==> run_1/pdn.png <==
Scale bar: 50 um. Pins as bars on the die edge. Tap cells in gray.
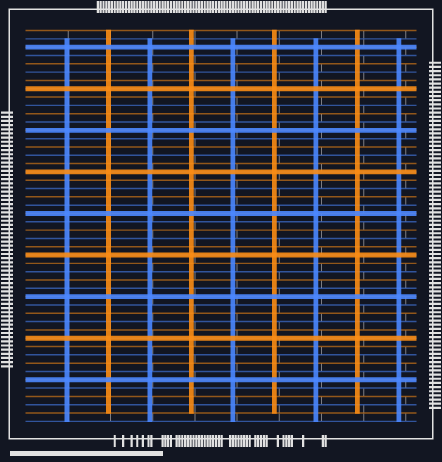
==> run_1/cell_classes.png <==
Scale bar: 50 um.
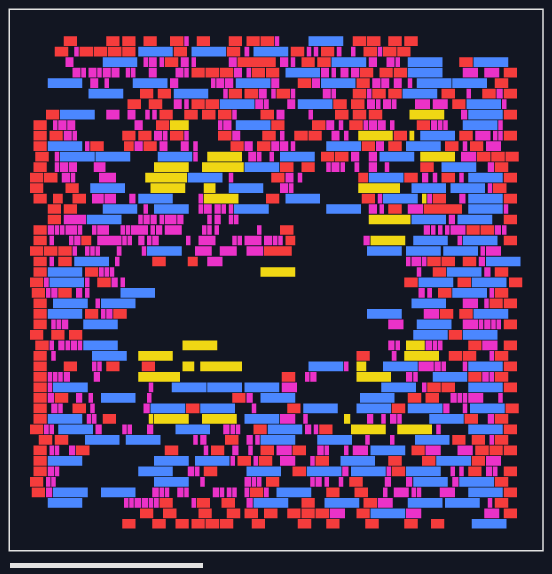
==> run_1/clock_map.png <==
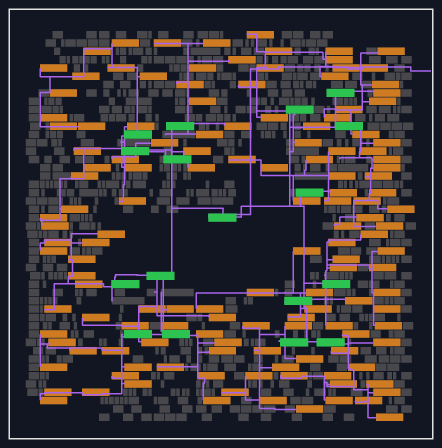
`src/rtl/riscv_mem_arbiter_if.sv`:
```
// Bus bundle for the fetch/data to single-port memory arbiter.
// The slave modport is the arbiter's view; the master modport is the requesters/memory side.
interface riscv_mem_arbiter_if #(
  parameter int unsigned XLEN = 32
);
  localparam int unsigned BE_W = 4;

  logic            i_if_req;
  logic [XLEN-1:0] i_if_addr;
  logic            o_if_gnt;
  logic            o_if_rvalid;
  logic [XLEN-1:0] o_if_rdata;

  logic            i_dm_req;
  logic            i_dm_we;
  logic [BE_W-1:0] i_dm_be;
  logic [XLEN-1:0] i_dm_addr;
  logic [XLEN-1:0] i_dm_wdata;
  logic            o_dm_gnt;
  logic            o_dm_rvalid;
  logic [XLEN-1:0] o_dm_rdata;

  logic            o_mem_req;
  logic            o_mem_we;
  logic [BE_W-1:0] o_mem_be;
  logic [XLEN-1:0] o_mem_addr;
  logic [XLEN-1:0] o_mem_wdata;
  logic            i_mem_ack;
  logic [XLEN-1:0] i_mem_rdata;

  logic            o_busy;

  modport slave (
    input  i_if_req, i_if_addr,
    output o_if_gnt, o_if_rvalid, o_if_rdata,
    input  i_dm_req, i_dm_we, i_dm_be, i_dm_addr, i_dm_wdata,
    output o_dm_gnt, o_dm_rvalid, o_dm_rdata,
    output o_mem_req, o_mem_we, o_mem_be, o_mem_addr, o_mem_wdata,
    input  i_mem_ack, i_mem_rdata,
    output o_busy
  );

  modport master (
    output i_if_req, i_if_addr,
    input  o_if_gnt, o_if_rvalid, o_if_rdata,
    output i_dm_req, i_dm_we, i_dm_be, i_dm_addr, i_dm_wdata,
    input  o_dm_gnt, o_dm_rvalid, o_dm_rdata,
    input  o_mem_req, o_mem_we, o_mem_be, o_mem_addr, o_mem_wdata,
    output i_mem_ack, i_mem_rdata,
    input  o_busy
  );
endinterface

```
`src/rtl/riscv_mem_arbiter.sv`:
```
// Arbitrates a fetch port and a data port onto one single-port memory, one
// transaction at a time, with data priority bounded by a fetch-starvation limit.
module riscv_mem_arbiter #(
  parameter int unsigned XLEN         = 32,
  parameter int unsigned STARVE_LIMIT = 4
) (
  input  logic                i_clk,
  input  logic                i_rst,
  riscv_mem_arbiter_if.slave  bus
);

  localparam int unsigned BE_W  = 4;
  localparam int unsigned CNT_W = $clog2(STARVE_LIMIT + 1);

  typedef enum logic [1:0] {
    IDLE   = 2'd0,
    WAIT_I = 2'd1,
    WAIT_D = 2'd2,
    RESP   = 2'd3
  } state_e;

  state_e          state_q,      state_d;
  logic            resp_fetch_q, resp_fetch_d;
  logic            we_q,         we_d;
  logic [BE_W-1:0] be_q,         be_d;
  logic [XLEN-1:0] addr_q,       addr_d;
  logic [XLEN-1:0] wdata_q,      wdata_d;
  logic [XLEN-1:0] if_rdata_q,   if_rdata_d;
  logic [XLEN-1:0] dm_rdata_q,   dm_rdata_d;
  logic [CNT_W-1:0] starve_q,    starve_d;

  logic if_gnt_c;
  logic dm_gnt_c;
  logic starved_c;

  // State and captured-field registers
  always_ff @(posedge i_clk or posedge i_rst) begin
    if (i_rst) begin
      state_q      <= IDLE;
      resp_fetch_q <= 1'b0;
      we_q         <= 1'b0;
      be_q         <= '0;
      addr_q       <= '0;
      wdata_q      <= '0;
      if_rdata_q   <= '0;
      dm_rdata_q   <= '0;
      starve_q     <= '0;
    end else begin
      state_q      <= state_d;
      resp_fetch_q <= resp_fetch_d;
      we_q         <= we_d;
      be_q         <= be_d;
      addr_q       <= addr_d;
      wdata_q      <= wdata_d;
      if_rdata_q   <= if_rdata_d;
      dm_rdata_q   <= dm_rdata_d;
      starve_q     <= starve_d;
    end
  end

  // Arbitration, next-state and field capture
  always_comb begin
    state_d      = state_q;
    resp_fetch_d = resp_fetch_q;
    we_d         = we_q;
    be_d         = be_q;
    addr_d       = addr_q;
    wdata_d      = wdata_q;
    if_rdata_d   = if_rdata_q;
    dm_rdata_d   = dm_rdata_q;
    starve_d     = starve_q;
    if_gnt_c     = 1'b0;
    dm_gnt_c     = 1'b0;
    starved_c    = (starve_q == CNT_W'(STARVE_LIMIT));

    case (state_q)
      IDLE: begin
        if (!i_rst) begin
          if (bus.i_dm_req && !(bus.i_if_req && starved_c)) begin
            dm_gnt_c = 1'b1;
          end else if (bus.i_if_req) begin
            if_gnt_c = 1'b1;
          end
        end
        if (dm_gnt_c) begin
          state_d      = WAIT_D;
          resp_fetch_d = 1'b0;
          we_d         = bus.i_dm_we;
          be_d         = bus.i_dm_be;
          addr_d       = bus.i_dm_addr;
          wdata_d      = bus.i_dm_wdata;
        end else if (if_gnt_c) begin
          state_d      = WAIT_I;
          resp_fetch_d = 1'b1;
          we_d         = 1'b0;
          be_d         = {BE_W{1'b1}};
          addr_d       = bus.i_if_addr;
          wdata_d      = '0;
        end
      end
      WAIT_I: begin
        if (bus.i_mem_ack) begin
          state_d    = RESP;
          if_rdata_d = bus.i_mem_rdata;
        end
      end
      WAIT_D: begin
        if (bus.i_mem_ack) begin
          state_d    = RESP;
          dm_rdata_d = we_q ? '0 : bus.i_mem_rdata;
        end
      end
      RESP: begin
        state_d = IDLE;
      end
      default: begin
        state_d = IDLE;
      end
    endcase

    // Count data wins while fetch is kept waiting; any fetch grant or idle fetch clears it
    if (!bus.i_if_req || if_gnt_c) begin
      starve_d = '0;
    end else if (dm_gnt_c && !starved_c) begin
      starve_d = starve_q + CNT_W'(1);
    end
  end

  assign bus.o_if_gnt    = if_gnt_c;
  assign bus.o_dm_gnt    = dm_gnt_c;
  assign bus.o_mem_req   = (state_q == WAIT_I) || (state_q == WAIT_D);
  assign bus.o_mem_we    = we_q;
  assign bus.o_mem_be    = be_q;
  assign bus.o_mem_addr  = addr_q;
  assign bus.o_mem_wdata = wdata_q;
  assign bus.o_if_rvalid = (state_q == RESP) &&  resp_fetch_q;
  assign bus.o_dm_rvalid = (state_q == RESP) && !resp_fetch_q;
  assign bus.o_if_rdata  = if_rdata_q;
  assign bus.o_dm_rdata  = dm_rdata_q;
  assign bus.o_busy      = (state_q != IDLE);

endmodule

```
`src/flat_wrapper.sv`:
```
// flat-port wrapper written by rule: the top's interface ports become plain ports
module riscv_mem_arbiter_flat 
#(
  parameter int unsigned XLEN         = 32,
  parameter int unsigned STARVE_LIMIT = 4
)
  (i_clk, i_rst, bus_i_if_req, bus_i_if_addr, bus_o_if_gnt, bus_o_if_rvalid, bus_o_if_rdata, bus_i_dm_req, bus_i_dm_we, bus_i_dm_be, bus_i_dm_addr, bus_i_dm_wdata, bus_o_dm_gnt, bus_o_dm_rvalid, bus_o_dm_rdata, bus_o_mem_req, bus_o_mem_we, bus_o_mem_be, bus_o_mem_addr, bus_o_mem_wdata, bus_i_mem_ack, bus_i_mem_rdata, bus_o_busy);
  riscv_mem_arbiter_if #(.XLEN(XLEN)) bus_i ();
  input  logic i_clk;
  input  logic i_rst;
  input wire logic [$bits(bus_i.i_if_req)-1:0] bus_i_if_req;
  input wire logic [$bits(bus_i.i_if_addr)-1:0] bus_i_if_addr;
  output wire logic [$bits(bus_i.o_if_gnt)-1:0] bus_o_if_gnt;
  output wire logic [$bits(bus_i.o_if_rvalid)-1:0] bus_o_if_rvalid;
  output wire logic [$bits(bus_i.o_if_rdata)-1:0] bus_o_if_rdata;
  input wire logic [$bits(bus_i.i_dm_req)-1:0] bus_i_dm_req;
  input wire logic [$bits(bus_i.i_dm_we)-1:0] bus_i_dm_we;
  input wire logic [$bits(bus_i.i_dm_be)-1:0] bus_i_dm_be;
  input wire logic [$bits(bus_i.i_dm_addr)-1:0] bus_i_dm_addr;
  input wire logic [$bits(bus_i.i_dm_wdata)-1:0] bus_i_dm_wdata;
  output wire logic [$bits(bus_i.o_dm_gnt)-1:0] bus_o_dm_gnt;
  output wire logic [$bits(bus_i.o_dm_rvalid)-1:0] bus_o_dm_rvalid;
  output wire logic [$bits(bus_i.o_dm_rdata)-1:0] bus_o_dm_rdata;
  output wire logic [$bits(bus_i.o_mem_req)-1:0] bus_o_mem_req;
  output wire logic [$bits(bus_i.o_mem_we)-1:0] bus_o_mem_we;
  output wire logic [$bits(bus_i.o_mem_be)-1:0] bus_o_mem_be;
  output wire logic [$bits(bus_i.o_mem_addr)-1:0] bus_o_mem_addr;
  output wire logic [$bits(bus_i.o_mem_wdata)-1:0] bus_o_mem_wdata;
  input wire logic [$bits(bus_i.i_mem_ack)-1:0] bus_i_mem_ack;
  input wire logic [$bits(bus_i.i_mem_rdata)-1:0] bus_i_mem_rdata;
  output wire logic [$bits(bus_i.o_busy)-1:0] bus_o_busy;
  assign bus_i.i_if_req = bus_i_if_req;
  assign bus_i.i_if_addr = bus_i_if_addr;
  assign bus_o_if_gnt = bus_i.o_if_gnt;
  assign bus_o_if_rvalid = bus_i.o_if_rvalid;
  assign bus_o_if_rdata = bus_i.o_if_rdata;
  assign bus_i.i_dm_req = bus_i_dm_req;
  assign bus_i.i_dm_we = bus_i_dm_we;
  assign bus_i.i_dm_be = bus_i_dm_be;
  assign bus_i.i_dm_addr = bus_i_dm_addr;
  assign bus_i.i_dm_wdata = bus_i_dm_wdata;
  assign bus_o_dm_gnt = bus_i.o_dm_gnt;
  assign bus_o_dm_rvalid = bus_i.o_dm_rvalid;
  assign bus_o_dm_rdata = bus_i.o_dm_rdata;
  assign bus_o_mem_req = bus_i.o_mem_req;
  assign bus_o_mem_we = bus_i.o_mem_we;
  assign bus_o_mem_be = bus_i.o_mem_be;
  assign bus_o_mem_addr = bus_i.o_mem_addr;
  assign bus_o_mem_wdata = bus_i.o_mem_wdata;
  assign bus_i.i_mem_ack = bus_i_mem_ack;
  assign bus_i.i_mem_rdata = bus_i_mem_rdata;
  assign bus_o_busy = bus_i.o_busy;
  riscv_mem_arbiter #(.XLEN(XLEN), .STARVE_LIMIT(STARVE_LIMIT)) u_core (.i_clk(i_clk), .i_rst(i_rst), .bus(bus_i));
endmodule
```
`config.mk`:
```
export PLATFORM = sky130hd
export DESIGN_NAME = riscv_mem_arbiter_flat
export DESIGN_NICKNAME = d
export VERILOG_FILES = /design/src/rtl/riscv_mem_arbiter_if.sv /design/src/rtl/riscv_mem_arbiter.sv /design/src/flat_wrapper.sv
export SDC_FILE = /design/constraint.sdc
export NUM_CORES = 1
export LEC_CHECK = 0
export ABC_AREA = 1
export CAP_MARGIN = 20
export CORE_AREA = 5 5 133 135
export DETAILED_ROUTE_END_ITERATION = 10
export DIE_AREA = 0 0 138 140
export GPL_ROUTABILITY_DRIVEN = 0
export PLACE_DENSITY = 0.75
export SYNTH_ARGS = -nofsm -noshare
export SYNTH_HDL_FRONTEND = slang
export SYNTH_SLANG_ARGS = --single-unit
```
`constraint.sdc`:
```
create_clock -name i_clk -period 6.67 [get_ports i_clk]
set_input_delay 1.0005 -clock i_clk [delete_from_list [all_inputs] [get_ports i_clk]]
set_output_delay 1.0005 -clock i_clk [all_outputs]
set_load 0.02 [all_outputs]
```
==> results.cfg, run 1 <==
; yosys + openroad results
[final_timing]
max_slew.worst_pin.slew_ns = 0.808
fin_skew_ns = 0.00977
maxSlewViolCount = 0

[yosys]
largest_area_contributor_in_the_synthesized_netlist = dfrtp_1
postSynthAreaPerCell_sq_um = 9.76
yosys-top-cells-count = 184 x nand2_1, 139 x dfrtp_1, 64 x o21ai_0, 35 x nor2_1, 33 x nand4_1
synthXorXnorAreaFrac_pct = 0.148
post_synth_instance_area_sq_um = 5900

[power_and_ir_drop]
design_power_total_uw = 4720
share_clk_of_total_power_pct = 22.8
switching_power_uw = 1720

[clock_tree]
cts.reportedPaths.clkPinSlew_ns = 0.05
ctsResizeCount = 0

[final_layout]
mostFrequentLayoutCells = 276 x clkdlybuf4s50_1, 183 x nand2_1, 139 x dfrtp_1, 64 x o21ai_0, 35 x nor2_1
comb_area_share_pct = 22.7
mi_logic_area_sq_um = 2160
nNetsFinal = 1013
top_cell_excl_fill_tap = clkdlybuf4s50_1
bufAreaShareNonClock_pct = 30.2
final_area_sq_um = 9540

[routing]
drtIter0Drc = 236

[floorplan]
die_height_um = 140

[status]
outcome = complete, no violations
Back to the opening pictures, pdn.png:
color	net
blue	VSS
orange	VDD
met1 rails	48
signal pins	277
met4 straps	9
tap cells	220

Back to the opening pictures, cell_classes.png:
color	class	cells	share of their area
yellow	clock drivers and dummy loads	32	7.3%
red	other buffers and delay cells	285	31%
blue	flip-flops	139	38%
magenta	all other logic	425	24%

Back to the opening pictures, clock_map.png:
[green] cells driving clock nets | count: 17
[orange] flip-flops | count: 139
[purple] clock wires | length: 1820 um
flops lie	all over the die

[run 1: path summary, 6_finish.rpt]
path	to	slack, ns	cells past startpoint
min in group asynchronous	u_core.bus.o_mem_be[0]	0.92	2
min	u_core.bus.o_dm_rdata[31]	0.48	1
max	bus_o_dm_gnt	2.17	5
min reg2reg	u_core.bus.o_dm_rdata[31]	0.48	1
max in group asynchronous	u_core.bus.o_mem_wdata[21]	4.70	3
max reg2reg	u_core.state_q[1]	4.21	8
[run 1: worst max-delay path, stage by stage]
cell	delay, ns
clkdlybuf4s50_1	0.54
nand3_4	0.41
nand4_2	0.28
inv_2	0.52
clkdlybuf4s50_1	0.72
## Run 2: what changed since run 1
--- a/config.mk
+++ b/config.mk
@@ -7,11 +7,11 @@
 export LEC_CHECK = 0
 export ABC_AREA = 1
 export CAP_MARGIN = 20
-export CORE_AREA = 5 5 133 135
+export CORE_AREA = 5 5 127 129
 export DETAILED_ROUTE_END_ITERATION = 10
-export DIE_AREA = 0 0 138 140
+export DIE_AREA = 0 0 132 134
 export GPL_ROUTABILITY_DRIVEN = 0
-export PLACE_DENSITY = 0.75
+export PLACE_DENSITY = 0.78
 export SYNTH_ARGS = -nofsm -noshare
 export SYNTH_HDL_FRONTEND = slang
 export SYNTH_SLANG_ARGS = --single-unit
==> constraint.sdc (replaced) <==
create_clock -name i_clk -period 4.6 [get_ports i_clk]
set_input_delay 0.69 -clock i_clk [delete_from_list [all_inputs] [get_ports i_clk]]
set_output_delay 0.69 -clock i_clk [all_outputs]
set_load 0.02 [all_outputs]
==> results.cfg, run 2 <==
; yosys + openroad results
[final_layout]
mi_logic_area_sq_um = 2160
nNetsFinal = 1012
final_area_sq_um = 9390
bufAreaShareNonClock_pct = 30.3
mostFrequentLayoutCells = 276 x clkdlybuf4s50_1, 183 x nand2_1, 139 x dfrtp_1, 64 x o21ai_0, 35 x nor2_1
top_cell_excl_fill_tap = clkdlybuf4s50_1
comb_area_share_pct = 23.0

[critical_path]
worstPathCellList = clkdlybuf4s50_1, nand3_4, nand2_1, nand3_1, inv_1, clkdlybuf4s50_1
timing.critical_path.max_delay_family = buffers and inverters
cell_occurring_most_often_along_the_worst_timing_path = clkdlybuf4s50_1
r2r_end = u_core.state_q[0]
path_depth = 6
critical_path.slowest_cell = clkdlybuf4s50_1
worst_r2r_path_depth = 8
timing.critical_path.slowest_cell_delay_ns = 0.62
critPathCapture = bus_o_if_gnt
worst-path-buf-inv = 3

[yosys]
largest_area_contributor_in_the_synthesized_netlist = dfrtp_1
postSynthAreaPerCell_sq_um = 9.76

[final_timing]
maxSlewViolCount = 0
max_slew.worst_pin.slew_ns = 1.05
fin_skew_ns = 0.00960

[routing]
drtIter0Drc = 319

[power_and_ir_drop]
share_clk_of_total_power_pct = 20.8
design_power_total_uw = 6620
switching_power_uw = 2500

[floorplan]
die_height_um = 134

[clock_tree]
cts.reportedPaths.clkPinSlew_ns = 0.06

[status]
outcome = complete, no violations
run 2: worst min-delay path by stage:
stage	start	endpoint	slack, ns
2_1_floorplan	u_core.resp_fetch_q	u_core.resp_fetch_q	0.46
5_1_grt	u_core.bus.o_dm_rdata[9]	u_core.bus.o_dm_rdata[9]	0.50
3_3_place_gp	u_core.bus.o_dm_rdata[31]	u_core.bus.o_dm_rdata[31]	0.46
4_1_cts	u_core.bus.o_dm_rdata[17]	u_core.bus.o_dm_rdata[17]	0.49
6_report	u_core.bus.o_dm_rdata[0]	u_core.bus.o_dm_rdata[0]	0.48
3_5_place_dp	u_core.bus.o_dm_rdata[0]	u_core.bus.o_dm_rdata[0]	0.47
==> run_2/final_placement.png <==
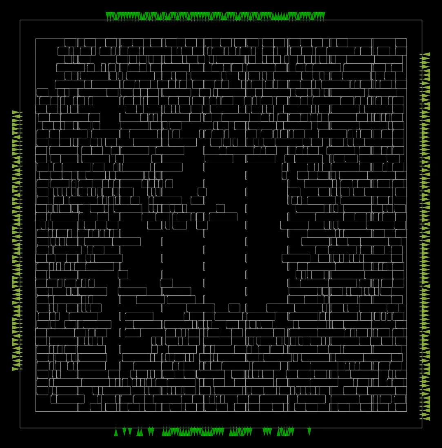
final core occ: 62.9%
number of filler instances in the final layout: 1239
proportion of cell area occupied by registers: 37.1%
area of the core: 14900 sq um
final standard cell count with taps included and fillers excluded: 1068

